<file path="src/rtl/spd_pkg.sv">
// Shared FSM encoding for the serial pattern detector.
package spd_pkg;
    localparam int STATE_W = 2;

    typedef enum logic [STATE_W-1:0] {
        EMPTY = 2'd0,
        FILL  = 2'd1,
        ARMED = 2'd2
    } state_t;
endpackage

</file>
<file path="src/rtl/window_compare.sv">
// Combinational WIDTH-bit compare of a window against a fixed pattern.
// Zero latency; no flow control.
module window_compare #(
    parameter int              WIDTH   = 4,
    parameter logic [WIDTH-1:0] PATTERN = 4'b1011
) (
    input  logic [WIDTH-1:0] win,
    output logic [WIDTH-1:0] eq_bits,
    output logic             all_eq
);
    for (genvar i = 0; i < WIDTH; i++) begin : g_bit
        xnor_gate u_xnor (
            .a (win[i]),
            .b (PATTERN[i]),
            .y (eq_bits[i])
        );
    end

    assign all_eq = &eq_bits;
endmodule

</file>
<file path="src/rtl/xnor_gate.sv">
// Single-bit equality cell; purely combinational.
module xnor_gate (
    input  logic a,
    input  logic b,
    output logic y
);
    assign y = a ~^ b;
endmodule

</file>
<file path="src/rtl/serial_pattern_detector.sv">
// Serial pattern detector with overlap, fill tracking and a saturating hit count.
// Outputs register one clock after the enabled bit; en=0 stalls all state.
module serial_pattern_detector
    import spd_pkg::*;
#(
    parameter int               WIDTH   = 4,
    parameter logic [WIDTH-1:0] PATTERN = 4'b1011,
    parameter int               CNT_W   = 8
) (
    input  logic             clk,
    input  logic             rst,
    input  logic             clr,
    input  logic             en,
    input  logic             din,
    output logic             detect,
    output logic [WIDTH-1:0] match_bits,
    output logic [CNT_W-1:0] match_cnt,
    output logic             armed
);
    localparam int FILL_W = $clog2(WIDTH + 1);

    logic [WIDTH-1:0]  win;
    logic [WIDTH-1:0]  win_next;
    logic [WIDTH-1:0]  eq_bits;
    logic              all_eq;
    logic [FILL_W-1:0] fill_cnt;
    state_t            state;
    logic              completing;
    logic              qualified;
    logic              hit;

    assign win_next = en ? {win[WIDTH-2:0], din} : win;

    // The bit arriving now is the WIDTH-th since reset/clear.
    assign completing = (state != ARMED) && (fill_cnt == FILL_W'(WIDTH - 1));
    assign qualified  = en && ((state == ARMED) || completing);
    assign hit        = qualified && all_eq;

    window_compare #(
        .WIDTH   (WIDTH),
        .PATTERN (PATTERN)
    ) u_cmp (
        .win     (win_next),
        .eq_bits (eq_bits),
        .all_eq  (all_eq)
    );

    always_ff @(posedge clk) begin
        if (rst || clr) begin
            win        <= '0;
            fill_cnt   <= '0;
            state      <= EMPTY;
            detect     <= 1'b0;
            match_bits <= '0;
            match_cnt  <= '0;
            armed      <= 1'b0;
        end else begin
            detect <= hit;
            if (en) begin
                win        <= win_next;
                match_bits <= eq_bits;
                unique case (state)
                    EMPTY, FILL: begin
                        fill_cnt <= fill_cnt + 1'b1;
                        if (completing) begin
                            state <= ARMED;
                            armed <= 1'b1;
                        end else begin
                            state <= FILL;
                        end
                    end
                    ARMED:   state <= ARMED;
                    default: state <= EMPTY;
                endcase
            end
            if (hit && (match_cnt != '1)) begin
                match_cnt <= match_cnt + 1'b1;
            end
        end
    end
endmodule
</file>
<file path="config.mk">
export PLATFORM = sky130hd
export DESIGN_NAME = serial_pattern_detector
export DESIGN_NICKNAME = d
export VERILOG_FILES = /design/src/rtl/spd_pkg.sv /design/src/rtl/window_compare.sv /design/src/rtl/xnor_gate.sv /design/src/rtl/serial_pattern_detector.sv
export SDC_FILE = /design/constraint.sdc
export NUM_CORES = 1
export LEC_CHECK = 0
export CELL_PAD_IN_SITES_DETAIL_PLACEMENT = 2
export CELL_PAD_IN_SITES_GLOBAL_PLACEMENT = 2
export CORE_MARGIN = 4
export CORE_UTILIZATION = 26
export CTS_BUF_LIST = sky130_fd_sc_hd__clkbuf_4 sky130_fd_sc_hd__clkbuf_8 sky130_fd_sc_hd__clkbuf_16
export DETAILED_ROUTE_END_ITERATION = 8
export GPL_TIMING_DRIVEN = 1
export PLACE_DENSITY_LB_ADDON = 0.1
export REMOVE_ABC_BUFFERS = 1
export SLEW_MARGIN = 20
export SYNTH_ARGS = -nofsm -noshare
export SYNTH_HDL_FRONTEND = slang
export SYNTH_SLANG_ARGS = --single-unit
</file>
<file path="constraint.sdc">
create_clock -name clk -period 1.75 [get_ports clk]
set_input_delay 0.35 -clock clk [delete_from_list [all_inputs] [get_ports clk]]
set_output_delay 0.35 -clock clk [all_outputs]
set_load 0.02 [all_outputs]
</file>
==> flow_metrics.tcl, run 1 <==
# place-and-route summary
set metrics [dict create \
    outcome "completed" \
    yosysTopAreaCellShare_pct 44.8 \
    crit_required_ps 1990 \
    finalMaxSlewViolations 0 \
    synth.top_cells.by_count "dfxtp_1, nor2_1, a21oi_1, mux2i_1, inv_1" \
    clock.latency.late_pin_ps 300 \
    seqCellArea_um2 403 \
    maxPowerGroup "sequential cells" \
    grt_util_all_layers_pct 12.3 \
    logic_gate_count 66 \
    critPathArrivalTime_ps 1980 \
    setup_repair_after_global_routing_missed_its_margin "true" \
    timing.final.setup_violations 0 \
    startpoint_of_the_worst_hold_path "armed" \
    p_switching_mw 0.177 \
    critPathMaxStageDelay_ps 500 \
    timing.critical_path.max_delay_family "buffers and inverters" \
    final.setup.worst_slack_ps 7.26 \
    warnings 26 \
    clock_power_share_pct 30.0 \
    slew_headroom_pct 69.7 \
    floorplanUtilization_pct 26.8 \
    comb_power_share_pct 7.9 \
    grt_pass1_vias 844 \
    whs_endpoint "armed" \
    tritoncts "built" \
    yosysWarningCount 0 \
    drt-initial-drc-count 34 \
    busiest_layer "met2" \
    signal_buffers 30 \
    grt.overflow.total 0 \
    layout-area-overhead-vs-synth_pct 37.9 \
    non_clock_inverters 5 \
    critPathSlowestCell "clkdlybuf4s50_1" \
    mostFrequentLayoutCells "dfxtp_1, nor2_1, buf_4" \
    clock_skew_ps 11.2 \
]
## run 1: per-stage QoR
step / cells / total power, mW
floorplan: 91 / 0.500
global placement: 167 / 0.532
detailed placement: 167 / 0.534
CTS: 170 / 0.763
global route: 170 / 0.782
finish: 170 / 0.748
## run 1: cell families (layout without fill, tap and decap cells)
| family | after synthesis | after routing | share of synthesized area [%] |
|---|---|---|---|
| buf+inv | 13 | 38 | 7.55 |
| compound gates | 22 | 22 | 16.1 |
| mux | 6 | 6 | 6.71 |
| simple gates | 34 | 34 | 19.7 |
| xor+xnor | 1 | 1 | 0.979 |
| flops | 20 | 20 | 44.8 |
| fa+ha+maj | 3 | 3 | 4.20 |
## run 1: sequential cells by signal, summed over array words and instances, names as in the netlist
signal / flops
match_bits: 4
state: 2
win: 1
armed: 1
detect: 1
match_cnt: 8
fill_cnt: 3
Figure 1. Signal wires on met2 (run 1).
Scale: 6 px per um. Cells faint in the background.
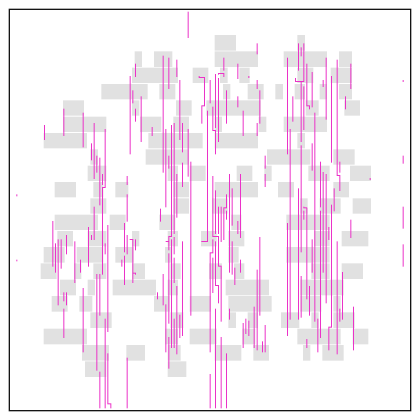
nets with wire on the layer	124
longest straight run	34.7 um
wire length on this layer	1260 um

Figure 2. Cell outlines without signal wires (run 1).
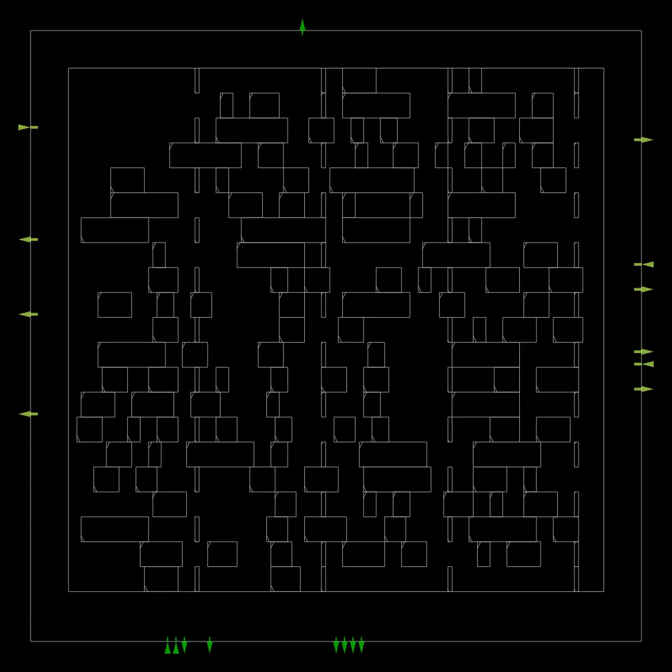
core area: 0.00334 mm2
sequential fraction of total cell area: 32.7%
final non-filler cell total: 170
# rows: 21

Figure 3. Routed metal, one color a layer (run 1).
Scale: 6 px per um. Two of the layers only.
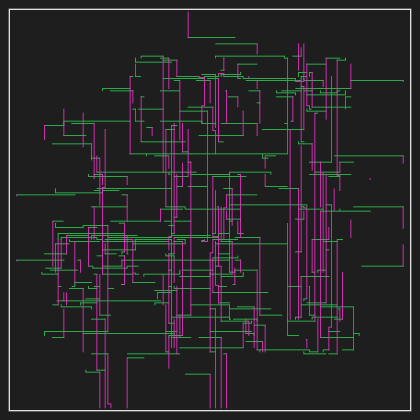
layer	color	wire length
metal 1	green	1050 um
metal 2	magenta	1260 um

==> run 1 -> run 2 <==
- CORE_UTILIZATION: 26 -> 29
- clock period: 1.75 -> 1.65 ns (I/O delays scaled with it)
Figure 4. I/O pins on the die edge (run 2).
Scale: 8 px per um. Pins as bars across the die edge, other pins in gray.
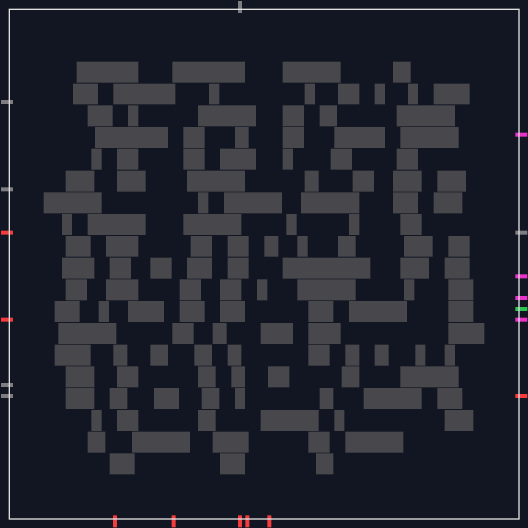
port	color	pins	direction	edge
en	green	1	input	right
match_cnt	red	8	output	5 bottom, 2 left, 1 right
match_bits	magenta	4	output	right

Figure 5. Signal wires on met2 (run 2).
Scale: 6 px per um. Cells faint in the background.
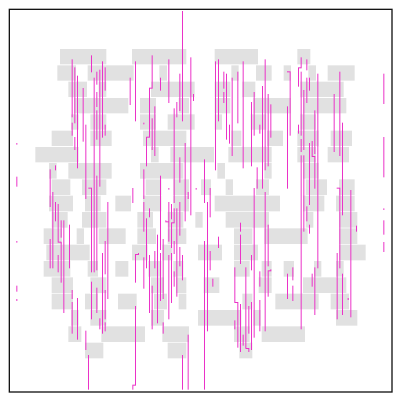
share of all routed wire	50%
nets with wire on the layer	130
main direction	vertical

Figure 6. Routed metal, one color a layer (run 2).
Scale: 6 px per um. Two of the layers only.
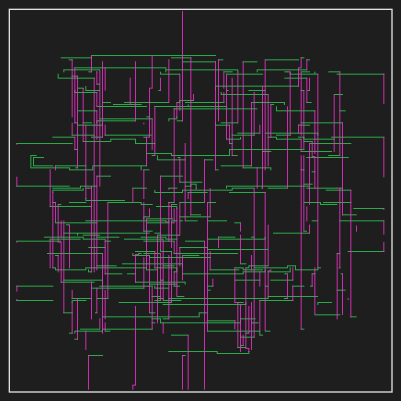
combined global-route utilization of all metal layers: 14.0%
average wire per cell in the routed design: 16.2 um
wire length reported by the detailed router: 2570 um
vias after detailed routing: 825

==> flow_metrics.tcl, run 2 <==
# place-and-route summary
set metrics [dict create \
    outcome "complete, but fails checks" \
    violations_in_the_final_reports "negative setup slack" \
    critPathSlowestCell "dfxtp_2" \
    num-clock-buffers 3 \
    netlist_area_um2 895 \
    synth_compound_gate_area_share_pct 16.1 \
    mostFrequentLayoutCells "dfxtp_1, nor2_1, buf_4" \
    warnings 27 \
    stdcell_count 159 \
    tritoncts "built" \
    core_mm2 0.00285 \
    timing.critical_path.max_delay_family "AND-OR/OR-AND gates" \
    cts.hold.buffers_added 0 \
    netlist_logic_family_top "simple AND/OR/NAND/NOR gates" \
    rows 19 \
    clock.latency.late_pin_ps 310 \
    clock_skew_ps 4.31 \
    setup_repair_after_global_routing_missed_its_margin "true" \
    grt_pass1_vias 925 \
    slew_headroom_pct 72.6 \
    peakVddDrop_mv 0.314 \
    synth.yosys.num_cells 99 \
    largest_register_ff_count 8 \
    critPathArrivalTime_ps 1990 \
    whs_endpoint "armed" \
    layout-area-overhead-vs-synth_pct 45.2 \
    regMostFlops "match_cnt" \
    seqCellArea_um2 403 \
    n_tap_cell 31 \
    yosysWarningCount 0 \
    synthDominantAreaCellType "dfxtp_1" \
    timing.final.setup_violations 3 \
    synth-adder-area-share_pct 4.20 \
    final.setup.worst_slack_ps -77.3 \
    drt-initial-drc-count 28 \
    floorplanUtilization_pct 31.4 \
    grt.overflow.total 0 \
    post_synth_and_or_nand_nor_area_fraction_pct 19.7 \
    startpoint_of_the_worst_hold_path "armed" \
    fin_total_pwr_mw 0.972 \
    critPathMaxStageDelay_ps 370 \
    path_class "flop to flop" \
    finalMaxSlewViolations 0 \
    synth.mux.area_fraction_pct 6.71 \
    signal_buffers 33 \
    yosysTopAreaCellShare_pct 44.8 \
    timing.hold.worst.class "flop to flop" \
    place.detailed.instances 152 \
    synth.top_cells.by_count "dfxtp_1, nor2_1, a21oi_1, mux2i_1, inv_1" \
    post_synth_xor_area_fraction_pct 0.979 \
    seq_share_pct 31.0 \
]
==> run 2: routing by layer <==
layer	GRT usage [%]	wire length, um
met1	16.6	1170
met2	24.4	1300
met3	2.66	58
met4	5.66	44
met5	0	0
==> run 2: power breakdown <==
part | total [mW] | internal (mW) | leakage [nW] | switching, mW
clock | 0.413 | 0.246 | 0.0279 | 0.167
sequential | 0.493 | 0.489 | 0.163 | 0.00436
combinational | 0.0657 | 0.0334 | 0.386 | 0.0323
total | 0.972 | 0.768 | 0.576 | 0.204
==> run 2: logic make-up after synthesis <==
kind of cell / Yosys count
and+or+nand+nor: 34
AOI/OAI and AO/OA: 22
DFF: 20
xor gates and xnor gates: 1
muxes: 6
adders and majority gates: 3
buffers and inverters: 13
Power figures rest on the tool's default switching activity, not on a simulated workload.
